$ cat config.mk
export PLATFORM = sky130hd
export DESIGN_NAME = transmitting
export DESIGN_NICKNAME = d
export VERILOG_FILES = /design/src/rtl/transmitting_pkg.sv /design/src/rtl/transmitting_tx_bit_timer.sv /design/src/rtl/transmitting.sv
export SDC_FILE = /design/constraint.sdc
export NUM_CORES = 1
export LEC_CHECK = 0
export CAP_MARGIN = 20
export CORE_MARGIN = 2
export CORE_UTILIZATION = 30
export DETAILED_ROUTE_END_ITERATION = 10
export GPL_TIMING_DRIVEN = 1
export SLEW_MARGIN = 10
export SYNTH_ARGS = -nofsm -noshare
export SYNTH_HDL_FRONTEND = slang
export SYNTH_SLANG_ARGS = --single-unit
$ cat constraint.sdc
create_clock -name clk -period 1.9 [get_ports clk]
set_clock_uncertainty 0.2 [all_clocks]
set_input_delay 0.19 -clock clk [delete_from_list [all_inputs] [get_ports clk]]
set_output_delay 0.19 -clock clk [all_outputs]
set_load 0.005 [all_outputs]
$ cat src/rtl/transmitting_pkg.sv
// Shared definitions for the serial transmitter: FSM encoding, default
// parameters and a counter-width helper.
package transmitting_pkg;

  localparam int CLKS_PER_BIT_DEF = 16;
  localparam int DATA_BITS_DEF    = 8;
  localparam int FRAME_BITS       = DATA_BITS_DEF + 2;

  typedef enum logic [1:0] {
    ST_IDLE  = 2'd0,
    ST_START = 2'd1,
    ST_DATA  = 2'd2,
    ST_STOP  = 2'd3
  } tx_state_e;

  // Minimum of one bit so a terminal count of 0 still has a register.
  function automatic int width_of(input int n);
    if (n > 1) begin
      return $clog2(n);
    end else begin
      return 1;
    end
  endfunction

endpackage

$ cat src/rtl/transmitting_tx_bit_timer.sv
// Bit-period counter: counts 0..CLKS_PER_BIT-1 while enabled and flags the
// last cycle of each serial bit with wrap_o.
module tx_bit_timer
  import transmitting_pkg::*;
#(
  parameter int CLKS_PER_BIT = CLKS_PER_BIT_DEF
) (
  input  logic clk_i,
  input  logic reset_i,
  input  logic clr_i,
  input  logic en_i,
  output logic wrap_o
);

  localparam int CNT_W = width_of(CLKS_PER_BIT);
  localparam logic [CNT_W-1:0] TERM = CNT_W'(CLKS_PER_BIT - 1);

  logic [CNT_W-1:0] cnt_q;
  logic [CNT_W-1:0] cnt_d;

  assign wrap_o = en_i & (cnt_q == TERM);

  always_comb begin
    cnt_d = cnt_q;
    if (clr_i) begin
      cnt_d = '0;
    end else if (en_i) begin
      if (wrap_o) begin
        cnt_d = '0;
      end else begin
        cnt_d = cnt_q + CNT_W'(1);
      end
    end else begin
      cnt_d = cnt_q;
    end
  end

  always_ff @(posedge clk_i) begin
    if (reset_i) begin
      cnt_q <= '0;
    end else begin
      cnt_q <= cnt_d;
    end
  end

endmodule

$ cat src/rtl/transmitting.sv
// Serial character transmitter: start bit, DATA_BITS data bits LSB first,
// stop bit; every output is registered.
module transmitting
  import transmitting_pkg::*;
#(
  parameter int CLKS_PER_BIT = CLKS_PER_BIT_DEF,
  parameter int DATA_BITS    = DATA_BITS_DEF
) (
  input  logic                 clk,
  input  logic                 reset,
  input  logic                 load,
  input  logic [DATA_BITS-1:0] data_in,
  output logic                 data_out,
  output logic                 busy,
  output logic                 charSent
);

  localparam int IDX_W = width_of(DATA_BITS);
  localparam logic [IDX_W-1:0] LAST_IDX = IDX_W'(DATA_BITS - 1);

  tx_state_e            state_q, state_d;
  logic [DATA_BITS-1:0] shift_q, shift_d;
  logic [IDX_W-1:0]     idx_q, idx_d;
  logic                 data_out_q, data_out_d;
  logic                 busy_q, busy_d;
  logic                 char_sent_q, char_sent_d;
  logic                 timer_clr_s;
  logic                 timer_en_s;
  logic                 bit_wrap_s;

  tx_bit_timer #(
    .CLKS_PER_BIT(CLKS_PER_BIT)
  ) u_bit_timer (
    .clk_i  (clk),
    .reset_i(reset),
    .clr_i  (timer_clr_s),
    .en_i   (timer_en_s),
    .wrap_o (bit_wrap_s)
  );

  always_comb begin
    state_d     = state_q;
    shift_d     = shift_q;
    idx_d       = idx_q;
    data_out_d  = data_out_q;
    char_sent_d = 1'b0;
    timer_clr_s = 1'b0;
    timer_en_s  = 1'b1;
    case (state_q)
      ST_IDLE: begin
        timer_clr_s = 1'b1;
        timer_en_s  = 1'b0;
        idx_d       = '0;
        if (load) begin
          shift_d    = data_in;
          state_d    = ST_START;
          data_out_d = 1'b0;
        end else begin
          data_out_d = 1'b1;
        end
      end
      ST_START: begin
        if (bit_wrap_s) begin
          state_d    = ST_DATA;
          idx_d      = '0;
          data_out_d = shift_q[0];
        end else begin
          state_d = ST_START;
        end
      end
      ST_DATA: begin
        if (bit_wrap_s) begin
          if (idx_q == LAST_IDX) begin
            state_d    = ST_STOP;
            data_out_d = 1'b1;
          end else begin
            // Next bit is always presented from the LSB of the shifted word.
            shift_d    = shift_q >> 1'b1;
            data_out_d = shift_d[0];
            idx_d      = idx_q + IDX_W'(1);
          end
        end else begin
          state_d = ST_DATA;
        end
      end
      ST_STOP: begin
        if (bit_wrap_s) begin
          state_d     = ST_IDLE;
          char_sent_d = 1'b1;
          data_out_d  = 1'b1;
        end else begin
          state_d = ST_STOP;
        end
      end
      default: begin
        state_d    = ST_IDLE;
        data_out_d = 1'b1;
      end
    endcase
    busy_d = (state_d != ST_IDLE);
  end

  always_ff @(posedge clk) begin
    if (reset) begin
      state_q     <= ST_IDLE;
      shift_q     <= '0;
      idx_q       <= '0;
      data_out_q  <= 1'b1;
      busy_q      <= 1'b0;
      char_sent_q <= 1'b0;
    end else begin
      state_q     <= state_d;
      shift_q     <= shift_d;
      idx_q       <= idx_d;
      data_out_q  <= data_out_d;
      busy_q      <= busy_d;
      char_sent_q <= char_sent_d;
    end
  end

  assign data_out = data_out_q;
  assign busy     = busy_q;
  assign charSent = char_sent_q;

endmodule

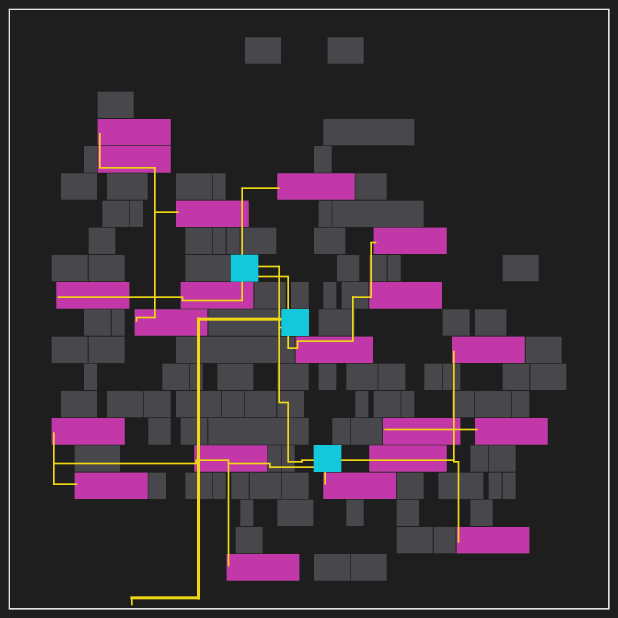
Run 1: clock network drawn from the DEF
Scale: 10 px per um.
[clock-net drivers] cyan | count: 3
[flip-flops] magenta | count: 20
[clock wires] yellow | length: 258 um
routed clock nets: 4

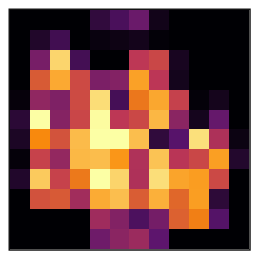
Run 1: local utilization
Scale: 4 px per um. 12 x 12 tiles, from black (low) to pale yellow (high), 0 to 100% covered.
emptiest ninth of the die: north-east
densest ninth of the die: centre
nearly empty tiles: 32%
mean over tiles: 34%

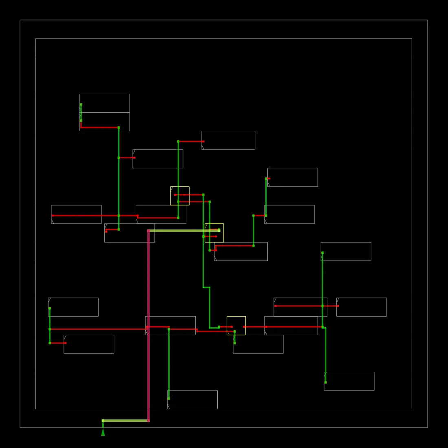
Run 1: clock routing
insertion delay to the later sink of the worst-skew pair: 290 ps
Clock Power: 0.197 mW
Clock Buffer Count: 3
TritonCTS Sinks: 20
Seq Cell Count: 20

==> Slide: Implementation Results, run 1 <==
Flow Results at a Glance

Setup path
  • Launch point of the worst reg-to-reg path: idx_q[0]
  • Worst Path Arrival: 1870 ps
  • Crit-path leading delay family: AND-OR/OR-AND gates
  • Critical Path Stages: 8
  • Critical R2R Capture: shift_q[4]
  • Crit path DRT: 1920 ps
  • Internal reg-to-reg setup slack: 50 ps
  • Most used cell, CP: ha_4
  • CP endpoint kind: register
  • CP cell instances: ha_4 > ha_4 > and2_4 > a2111oi_4 > buf_4 > buf_12 > nor2_1 > a211oi_1

Yosys
  • Registers, synthesis: 20
  • Yosys cell count: 96
  • Synth Seq Share: 0.428
  • Synth warnings: 0
  • Most common cell in the netlist: dfxtp_1
  • Yosys stat chip area: 935 um2
  • Top cell area share: 0.428
  • And+or+nand+nor area frac: 0.174
  • Mux cell area share: 0.0857
  • Asr flop ratio synth: 0
  • Adder Share, Synth: 0.0402
  • Syn avg cell area: 9.74 um2
  • Post-Syn Area: 935 um2
  • XORs/XNORs by Area: 0.0187
  • Main synth FF type: dfxtp_1

Status
  • Status: completed

Floorplanning
  • Row cnt: 20
  • Die ar.: 3580 um2
  • Floorplan-stage core utilization: 0.311
  • Die width: 59.8 um
  • Core area: 3000 um2
  • Die H: 59.8 um
  • I/O pin count: 14

Finish
  • Final Net Count: 136
  • Non-filler cells, final: 153
  • Final Util: 0.423
  • Syn-to-layout area delta: 35.9%

Worst hold path
  • Worst min-delay path class: register to register
  • Min-Delay Path Depth: 2
  • Hold path startpoint: shift_q[7]

Power
  • Sw frac: 0.240
  • LEAKAGE: 0.506 nW
  • VDD IR-drop max: 295 uV
  • Largest power group: registers
  • Net Sw Power: 0.187 mW
  • Seq group: 0.454 mW
  • Cell Int Power: 0.593 mW

Global route
  • First-pass GRT wire length: 3.48 mm
  • GR Util All Layers: 0.130
  • Vias in the first global route: 805
  • Initial antenna violation count: 0
  • Grt ovf: 0
  • Largest net degree at the start of global routing: 21

Final timing
  • RSZ-0062 raised after global routing: no
  • Fin crit share: 0.976
  • Slew Limit Fails: 0
  • Max Fclk: 539 MHz
  • Tmin final: 1850 ps
  • Worst Max-Slew Pin Slew: 397 ps
  • Hold_ws: 282 ps
  • Slew HR: 0.735

CTS
  • CTS Root Buffer Type: clkbuf_4
  • CTS Buf Count: 3
  • Clk buf depth: 2
  • Worst-path clk slew: 110 ps
  • Hold buffers post-CTS: 0
  • Htree depth: 1

Placement
  • Area post-placement: 1130 um2
  • Final Wtd Congestion: 0.745
  • Cells after DPL: 143
  • Post-DP HPWL: 1.37 mm

Detailed routing
  • Post-route antenna net violation count: 0
  • Via count: 786
  • Post-route DRC violation count: 0
  • DR WL/cell: 13.6 um
## run 1: layer usage
metal	part of all wire	GRT usage
met5	0	0
met4	0.013	0.0571
met3	0.025	0.0260
met2	0.50	0.234
met1	0.46	0.147
## run 1: repair_timing
item	CTS	global route
pin swaps	0	4
setup buffers	5	1
gates cloned	1	0
endpoints found under the hold margin	0	0
resized	9	1
setup endpoints to repair	7	5
## run 1: worst register-to-register path: stages (launching register included)
cell and delay (ps):
dfxtp_2 360, ha_4 160, ha_4 160, and2_4 170
a2111oi_4 210, buf_4 180, buf_12 110, nor2_1 40
a211oi_1 200
## run 1: sequential cells by signal, indices dropped and copies added, names as in the netlist
name and flops:
idx_q 3, busy 1, state_q 2, data_out 1, u_bit_timer.cnt_q 4, shift_q 8
charSent 1
## run 1: cells in the final DEF, fill, tap and decap left out, types with 2 or more instances in the layout
master           Yosys  layout
o21ai_0              2       2
a21oi_1              6       6
nor3_1               3       3
xnor2_1              2       2
nand2_1              5       5
inv_1                2       2
dfxtp_1             20      16
or3b_1               2       2
nand2b_1             2       2
nor2_1              12      12
nor4_1               2       2
dfxtp_2              0       4
a211oi_1             5       5
mux2i_1              8       8
ha_4                 0       2
clkdlybuf4s50_1      0      13
buf_4                0      12
clkbuf_4             0       3
a211oi_2             3       3
## run 1: final cells by class
| class | count | area, um2 | share of cell area |
|---|---|---|---|
| sequential | 20 | 405 | 0.319 |
| multi-input combinational | 67 | 509 | 0.401 |
| inverter | 2 | 7.51 | 0.00591 |
| clock buffer | 3 | 22.5 | 0.0177 |
| tap | 33 | 41.3 | 0.0325 |
| timing repair buffer | 28 | 284 | 0.224 |
Run 1, layout detail:
Region (17, 17) to (42, 42) um. Cells in grey, sequential cells in the stronger grey; small squares are vias.
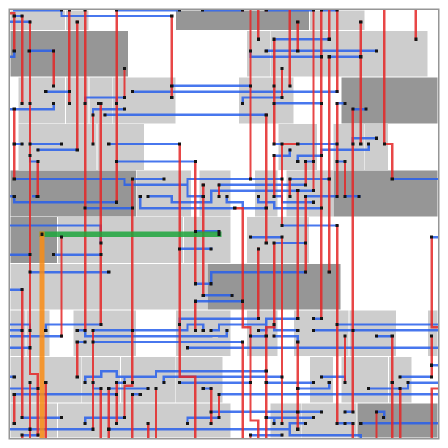

==> run 1 -> run 2 <==
CAP_MARGIN = not set   (was 20)
clock period = 1.5 ns   (was 1.9 ns; I/O delays follow)
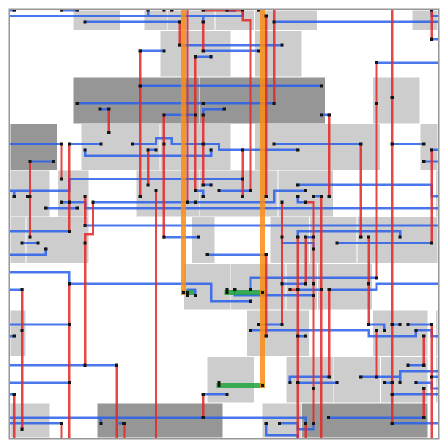
Run 2: layout detail
Region (17, 17) to (42, 42) um. Cells in grey, sequential cells in the stronger grey; small squares are vias.
| layer | colour |
|---|---|
| M3 | green |
| M2 | red |
| M4 | orange |
| M1 | blue |
cells with their middle in the window: 33
sequential cells in the window: 4
most frequent: buf_4 (6), dfxtp_1 (4), mux2i_1 (3)
netlist names of flops here include: `shift_q` (2)

==> run 2 against run 1 <==
Effect of this change: the flow now finishes with violations (negative setup slack); synthesized cell count unchanged; first-iteration DRC count decreased by 26%; critical path depth down 1; non-clock buffer count increased by 3; critical path type unchanged; largest power group unchanged.
==> Slide: Implementation Results, run 2 <==
Flow Results at a Glance

Status
  • Status: finished, violations left
  • Failing checks: negative setup slack

Power
  • PD cells: 874 nW/um2
  • LEAKAGE: 0.547 nW (+8.0%)
  • Comb power frac: 0.132
  • Sw frac: 0.227 (-0.0127)
  • VDD IR-drop max: 375 uV (+27%)
  • Clock power share: 0.383
  • Net Sw Power: 0.270 mW (+44%)
  • Cell Int Power: 0.916 mW (+55%)

Finish
  • Final Net Count: 139 (+2.2%)
  • Multi-input gate count: 67 (unchanged)
  • Clk tree area frac: 0.0387 (+0.0210)
  • Sequential cell area share: 0.302 (-0.0169)
  • Signal inverters: 2 (unchanged)
  • Seq Cell Count: 20 (unchanged)
  • Syn-to-layout area delta: 45.2%
  • Commonest Layout Cell: buf_4
  • Register name with the most flops: shift_q
  • Non-filler cells, final: 157 (+2.6%)
  • Biggest regs: shift_q x8, u_bit_timer.cnt_q x4, idx_q x3
  • Final Util: 0.452 (+0.0292)
  • Filler instances: 295
  • Reg area: 410 um2 (+1.2%)
  • NonClk Buf Share: 0.215 (-0.00890)
  • Largest cell class: combinational gates
  • Max reg flops: 8 (unchanged)
  • Number of non-clock buffers: 31 (+11%)
  • Ant. Diodes: 0
  • Clock Buffer Count: 3 (unchanged)
  • Top logic cells by instance count in the layout: buf_4 (16), dfxtp_1 (14), clkdlybuf4s50_1 (11), mux2i_1 (8), nor2_1 (7)
  • Comb area: 554 um2 (+8.8%)
  • Combinational share of cell area: 0.408 (+0.00731)

CTS
  • CTS Buf Count: 3 (unchanged)
  • TritonCTS Sinks: 20 (unchanged)
  • Insertion delay to the later sink of the worst-skew pair: 320 ps (+30 ps)
  • # Post-CTS Setup Buffers: 1 (-4)
  • Post-CTS sizing: 2 (-7)
  • Htree depth: 1 (unchanged)
  • CTS Root Buffer Type: clkbuf_4
  • Worst-path clk slew: 120 ps (about the same)
  • Clk buf depth: 2 (unchanged)
  • Hold buffers post-CTS: 0 (unchanged)

Yosys
  • Yosys stat chip area: 935 um2 (unchanged)
  • Synth warnings: 0 (unchanged)
  • Top cell area share: 0.428 (unchanged)
  • Yosys cell count: 96 (unchanged)
  • Syn avg cell area: 9.74 um2 (unchanged)
  • Synth Seq Share: 0.428 (unchanged)
  • Asr flop ratio synth: 0 (unchanged)
  • Syn_nets: 110
  • Post-Syn Area: 935 um2 (unchanged)
  • Most common cell in the netlist: dfxtp_1
  • EDFF count, synth: 0
  • Registers, synthesis: 20 (unchanged)
  • Main synth FF type: dfxtp_1

Global route
  • GR Util All Layers: 0.118 (-0.0127)
  • Largest net degree at the start of global routing: 15 (-29%)
  • Grt ovf: 0 (unchanged)
  • Vias in the first global route: 719 (-11%)
  • Initial antenna violation count: 0 (unchanged)
  • First-pass GRT wire length: 3.08 mm (-12%)

Detailed routing
  • Vias per cell: 4.83
  • Via count: 759 (-3.4%)
  • Post-route DRC violation count: 0 (unchanged)
  • DR WL/cell: 12.3 um (-9.1%)
  • Drt pass-1 iters: 4
  • Post-route antenna net violation count: 0 (unchanged)

Worst hold path
  • Hold path startpoint: data_in[7]
  • Min-Delay Path Depth: 3 (+1)
  • Worst min-delay path class: primary input to register

Placement
  • Post-DP HPWL: 1.38 mm (+0.95%)
  • Cells after DPL: 151 (+5.6%)
  • Final Wtd Congestion: 0.762 (+2.3%)

Floorplanning
  • I/O pin count: 14 (unchanged)
  • Die width: 59.8 um (unchanged)
  • Die H: 59.8 um (unchanged)
  • Die ar.: 3580 um2 (unchanged)
  • Floorplan-stage core utilization: 0.311 (unchanged)
  • Core area: 3000 um2 (unchanged)
  • Row cnt: 20 (unchanged)
  • N_taps: 33 (unchanged)

Final timing
  • Fin crit share: 1.18 (+0.202)
  • Max Fclk: 566 MHz (+4.9%)
  • Slew HR: 0.786 (+0.0508)
  • Worst Max-Slew Pin Slew: 321 ps (-75.6 ps)
  • Tmin final: 1770 ps (-87.2 ps)
  • RSZ-0062 raised after global routing: yes
  • Final worst slack: -267 ps
  • Setup violations, final: 12
  • Slew Limit Fails: 0 (unchanged)

Setup path
  • Critical path fanouts, max: 13
  • Critical Path Stages: 7 (-1)
  • Worst Path Arrival: 1810 ps (-60 ps)
  • Crit path DRT: 1540 ps (-380 ps)
  • Worst Reg2Reg Path Length in Cells: 7
  • Internal reg-to-reg setup slack: -270 ps (-310 ps)
  • Most used cell, CP: ha_4
  • CP endpoint kind: register
  • CP cell instances: ha_4 > ha_4 > and2_4 > a2111oi_4 > buf_12 > nor2_1 > a211oi_1
  • Launch point of the worst reg-to-reg path: idx_q[1]
  • Crit-path leading delay family: AND-OR/OR-AND gates
  • Critical R2R Capture: shift_q[3]
  • Worst setup endpoint: shift_q[3]
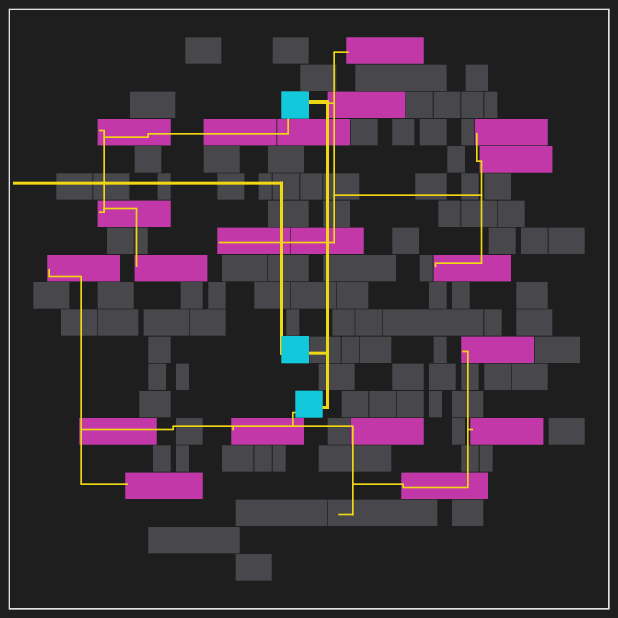
Run 2: clock network drawn from the DEF
Scale: 10 px per um.
[flip-flops] magenta | count: 20
[clock wires] yellow | length: 289 um
[clock-net drivers] cyan | count: 3
routed clock nets: 4

[run 2: cell types whose count changed in the layout (fill, tap and decap cells not counted), sizes merged]
| cell | previous run | this run |
|---|---|---|
| buf | 14 | 18 |
| dlymetal6s2s | 0 | 1 |
| clkdlybuf4s50 | 13 | 11 |
| dlygate4sd2 | 0 | 1 |
| bufbuf | 1 | 0 |
| bufinv | 0 | 1 |
[run 2: metal layers]
metal | track usage | up-vias | share of wire
li1 | - | 402 | -
met1 | 0.142 | 339 | 0.47
met3 | 0.0260 | 5 | 0.038
met5 | 0 | - | 0
met4 | 0.0762 | 0 | 0.024
met2 | 0.186 | 13 | 0.47
[run 2: power groups by stage]
stage / Clock [mW] / Sequential [mW] / Combinational (mW)
final: 0.454 / 0.576 / 0.157
after global routing: 0.477 / 0.579 / 0.173
after CTS: 0.464 / 0.577 / 0.152
after detailed placement: 0 / 0.589 / 0.151
after global placement: 0 / 0.588 / 0.148
after floorplan: 0 / 0.584 / 0.0851
[run 2: kinds of logic (layout without fill, tap and decap cells)]
family                     Yosys count  in the layout  synth area share
muxes                                8              8            0.0857
xor gates and xnor gates             2              2            0.0187
and+or+nand+nor                     32             32             0.174
DFF                                 20             20             0.428
adders and majority gates            3              3            0.0402
AOI/OAI and AO/OA                   22             22             0.197
buffers and inverters                9             37            0.0562
[run 2: stage by stage]
stage          hold slack (ps)  TNS (ps)  setup slack (ps)  cell area (um2)  power [mW]
3_5_place_dp               264     -2970              -332             1270       0.740
6_report                   253     -2410              -267             1360        1.19
5_1_grt                    253     -3400              -346             1360        1.23
2_1_floorplan              102     -1920              -204             1000       0.669
4_1_cts                    251     -2790              -291             1330        1.19
3_3_place_gp               254     -2770              -306             1270       0.736
[run 2: tightest hold or removal path, stage by stage]
cell and delay, ps:
clkdlybuf4s50_1 400, nand3_1 110, a21oi_1 70
==> run 2 -> run 3 <==
ABC_CLOCK_PERIOD_IN_PS = 1500   (was not set)
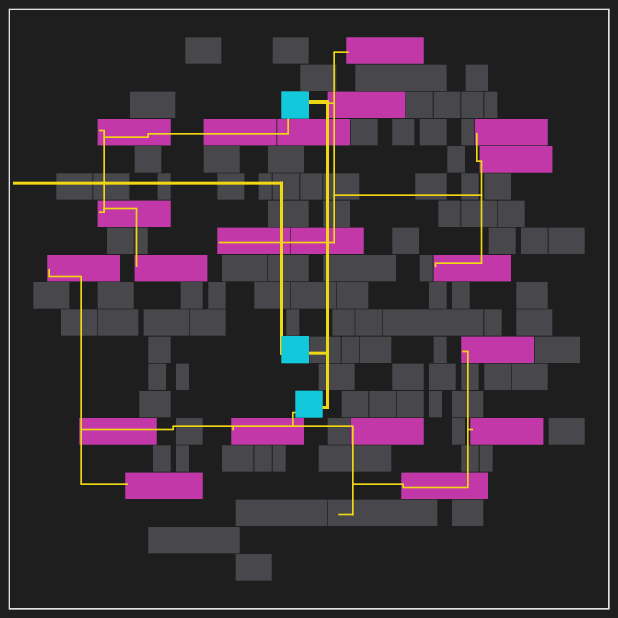
Run 3: clock network drawn from the DEF
Scale: 10 px per um.
[flip-flops] magenta | count: 20
[clock-net drivers] cyan | count: 3
[clock wires] yellow | length: 289 um
routed clock nets: 4

==> run 3 against run 2 <==
Effect of this change: wire length did not move; largest power group unchanged; die area unchanged; combinational power hardly changed; the run still ends with negative setup slack left; largest cell class unchanged; worst hold slack stayed put.
==> Slide: Implementation Results, run 3 <==
Flow Results at a Glance

Status
  • Status: finished, violations left
  • Failing checks: negative setup slack

Setup path
  • Crit path DRT: 1540 ps (about the same)
  • Crit-path leading delay family: AND-OR/OR-AND gates
  • Worst path slowest cell: dfxtp_2
  • CP endpoint kind: register
  • Critical path fanouts, max: 13 (unchanged)
  • Slowest cell delay on critical path: 350 ps
  • Critical Path Stages: 7 (unchanged)
  • Worst Reg2Reg Path Length in Cells: 7 (unchanged)
  • CP bufs+invs: 1
  • Worst Path Arrival: 1810 ps (about the same)
  • CP Launch Type: register
  • Most used cell, CP: ha_4
  • CP cell instances: ha_4 > ha_4 > and2_4 > a2111oi_4 > buf_12 > nor2_1 > a211oi_1
  • Setup CP Type: register to register

Yosys
  • Mapped Cells: 96
  • Syn_nets: 110 (unchanged)
  • Most frequent cells after synthesis: dfxtp_1 (20), nor2_1 (12), mux2i_1 (8)
  • Top cell area share: 0.428 (unchanged)
  • Asr flop ratio synth: 0 (unchanged)
  • Post-Syn Area: 935 um2 (unchanged)
  • Main synth FF type: dfxtp_1
  • Yosys cell count: 96 (unchanged)
  • Yosys top cell by area: dfxtp_1
  • EDFF count, synth: 0 (unchanged)
  • Synth Seq Share: 0.428 (unchanged)
  • Yosys stat chip area: 935 um2 (unchanged)
  • Registers, synthesis: 20 (unchanged)
  • Syn avg cell area: 9.74 um2 (unchanged)
  • Synth cell types: 31
  • Post-synth area hogs: dfxtp_1 (43%), mux2i_1 (8.6%), nor2_1 (4.8%), a211oi_1 (4.0%), a211oi_2 (4.0%)
  • Synth warnings: 0 (unchanged)
  • Most common cell in the netlist: dfxtp_1

Power
  • VDD IR-drop max: 375 uV (unchanged)
  • LEAKAGE: 0.547 nW (unchanged)
  • Overall Power: 1.19 mW (unchanged)
  • PD cells: 874 nW/um2 (unchanged)

Final timing
  • Max Fclk: 566 MHz (unchanged)
  • Worst Max-Slew Pin Slew: 321 ps (unchanged)
  • Setup violations, final: 12 (unchanged)
  • Tmin final: 1770 ps (unchanged)
  • RSZ-0062 raised after global routing: yes
  • Slew HR: 0.786 (unchanged)
  • Fin crit share: 1.18 (unchanged)
  • Final worst slack: -267 ps (unchanged)
  • Fin. Hold Viols: 0
  • Slew Limit Fails: 0 (unchanged)

Finish
  • Cell area after layout: 1360 um2 (unchanged)
  • Max reg flops: 8 (unchanged)
  • Commonest Layout Cell: buf_4
  • Syn-to-layout area delta: 45.2% (unchanged)
  • Ratio of cells with drive above 1 in the final layout: 0.355
  • Biggest regs: shift_q x8, u_bit_timer.cnt_q x4, idx_q x3
  • Filler instances: 295 (unchanged)
  • Non-filler cells, final: 157 (unchanged)
  • Final Net Count: 139 (unchanged)
  • Top logic cells by instance count in the layout: buf_4 (16), dfxtp_1 (14), clkdlybuf4s50_1 (11), mux2i_1 (8), nor2_1 (7)
  • Ant. Diodes: 0 (unchanged)
  • Register name with the most flops: shift_q

Detailed routing
  • DR iter-0 viols: 20
  • Via count: 759 (unchanged)
  • WL final: 1.94 mm
  • Post-route DRC violation count: 0 (unchanged)
  • Post-route antenna net violation count: 0 (unchanged)
  • DR WL/cell: 12.3 um (unchanged)
  • Vias per cell: 4.83 (unchanged)
  • Drt pass-1 iters: 4 (unchanged)

Placement
  • Dpl ws: -332 ps (unchanged)
  • Post-DP HPWL: 1.38 mm (unchanged)
  • Cells after DPL: 151 (unchanged)
  • I/O Buffers: 13
  • Final Wtd Congestion: 0.762 (unchanged)
  • Area post-placement: 1270 um2 (unchanged)

Worst hold path
  • Worst min-delay path class: primary input to register
  • Min-Delay Path Depth: 3 (unchanged)

Job
  • Tool Warnings: 29
  • Max cap viols: 0

Floorplanning
  • Row cnt: 20 (unchanged)
  • Die ar.: 3580 um2 (unchanged)
  • I/O pin count: 14 (unchanged)
  • Die width: 59.8 um (unchanged)
  • Core area: 3000 um2 (unchanged)
  • Die H: 59.8 um (unchanged)

CTS
  • CTS Root Buffer Type: clkbuf_4
  • TritonCTS Sinks: 20 (unchanged)
  • Worst-path clk slew: 120 ps (about the same)
  • CTS tree: yes
  • CTS Buf Count: 3 (unchanged)
  • Htree depth: 1 (unchanged)
  • Insertion delay to the later sink of the worst-skew pair: 320 ps (about the same)
  • Clk buf depth: 2 (unchanged)

Global route
  • Vias in the first global route: 719 (unchanged)
  • Grt ovf: 0 (unchanged)
  • First-pass GRT wire length: 3.08 mm (unchanged)
  • Initial antenna violation count: 0 (unchanged)
  • GR Util All Layers: 0.118 (unchanged)
  • Largest net degree at the start of global routing: 15 (unchanged)
  • Global-route track usage on met3: 0.0260 (unchanged)
  • Met1 Use GR: 0.142 (unchanged)
  • Busiest grt layer: met2
  • Met2 global-route usage: 0.186 (unchanged)
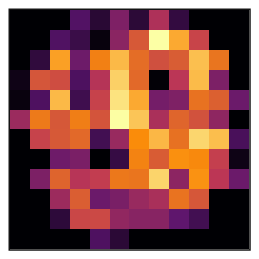
Run 3: local utilization
Scale: 4 px per um. 12 x 12 tiles, from black (low) to pale yellow (high), 0 to 100% covered.
Final Util: 0.452
floorplan-stage core utilization: 0.311

-- run 3: cell counts in the layout (fill, tap and decap cells not counted) --
No cell type changed its count.
-- run 3: power by group --
part | leakage [nW] | switching (mW) | internal (mW)
Combinational | 0.352 | 0.0665 | 0.0903
Clock | 0.0279 | 0.183 | 0.270
Sequential | 0.167 | 0.0200 | 0.556
Total | 0.547 | 0.270 | 0.916
-- run 3: repair_timing --
action | CTS | global route
gates resized | 2 | 7
gates cloned | 0 | 0
hold buffers | 0 | 0
buffers inserted | 1 | 1
setup endpoints to repair | 13 | 15
pin swaps | 1 | 0
-- run 3: cell families after synthesis --
family                     count (synthesis)  share of synthesized area
adders and majority gates                  3                     0.0402
buffers and inverters                      9                     0.0562
AOI/OAI and AO/OA                         22                      0.197
and+or+nand+nor                           32                      0.174
xor gates and xnor gates                   2                     0.0187
muxes                                      8                     0.0857
DFF                                       20                      0.428
-- run 3: path summary, 6_finish.rpt --
kind,endpoint,start,slack [ps]
setup / recovery,shift_q[3],idx_q[1],-270
hold / removal,shift_q[7],data_in[7],250
setup reg to reg,shift_q[3],idx_q[1],-270
hold reg to reg,data_out,data_out,270
-- run 3: metrics by stage --
stage	TNS (ps)	hold WS, ps
floorplan	-1920	102
global placement	-2770	254
detailed placement	-2970	264
CTS	-2790	251
global route	-3400	253
finish	-2410	253
-- run 3: final cells by class --
type,count,area [um2],share of cell area
clock buffers,3,22.5,0.0166
clock inverters,1,30.0,0.0221
inverters,2,7.51,0.00553
multi-input cells,67,554,0.408
flip-flops and latches,20,410,0.302
well taps,33,41.3,0.0304
repair buffers,31,292,0.215
-- run 3: layer usage --
layer,vias up,routed length (um)
li1,402,-
met1,339,908
met2,13,908
met3,5,73
met4,0,47
met5,-,0
Power figures rest on the tool's default switching activity, not on a simulated workload.
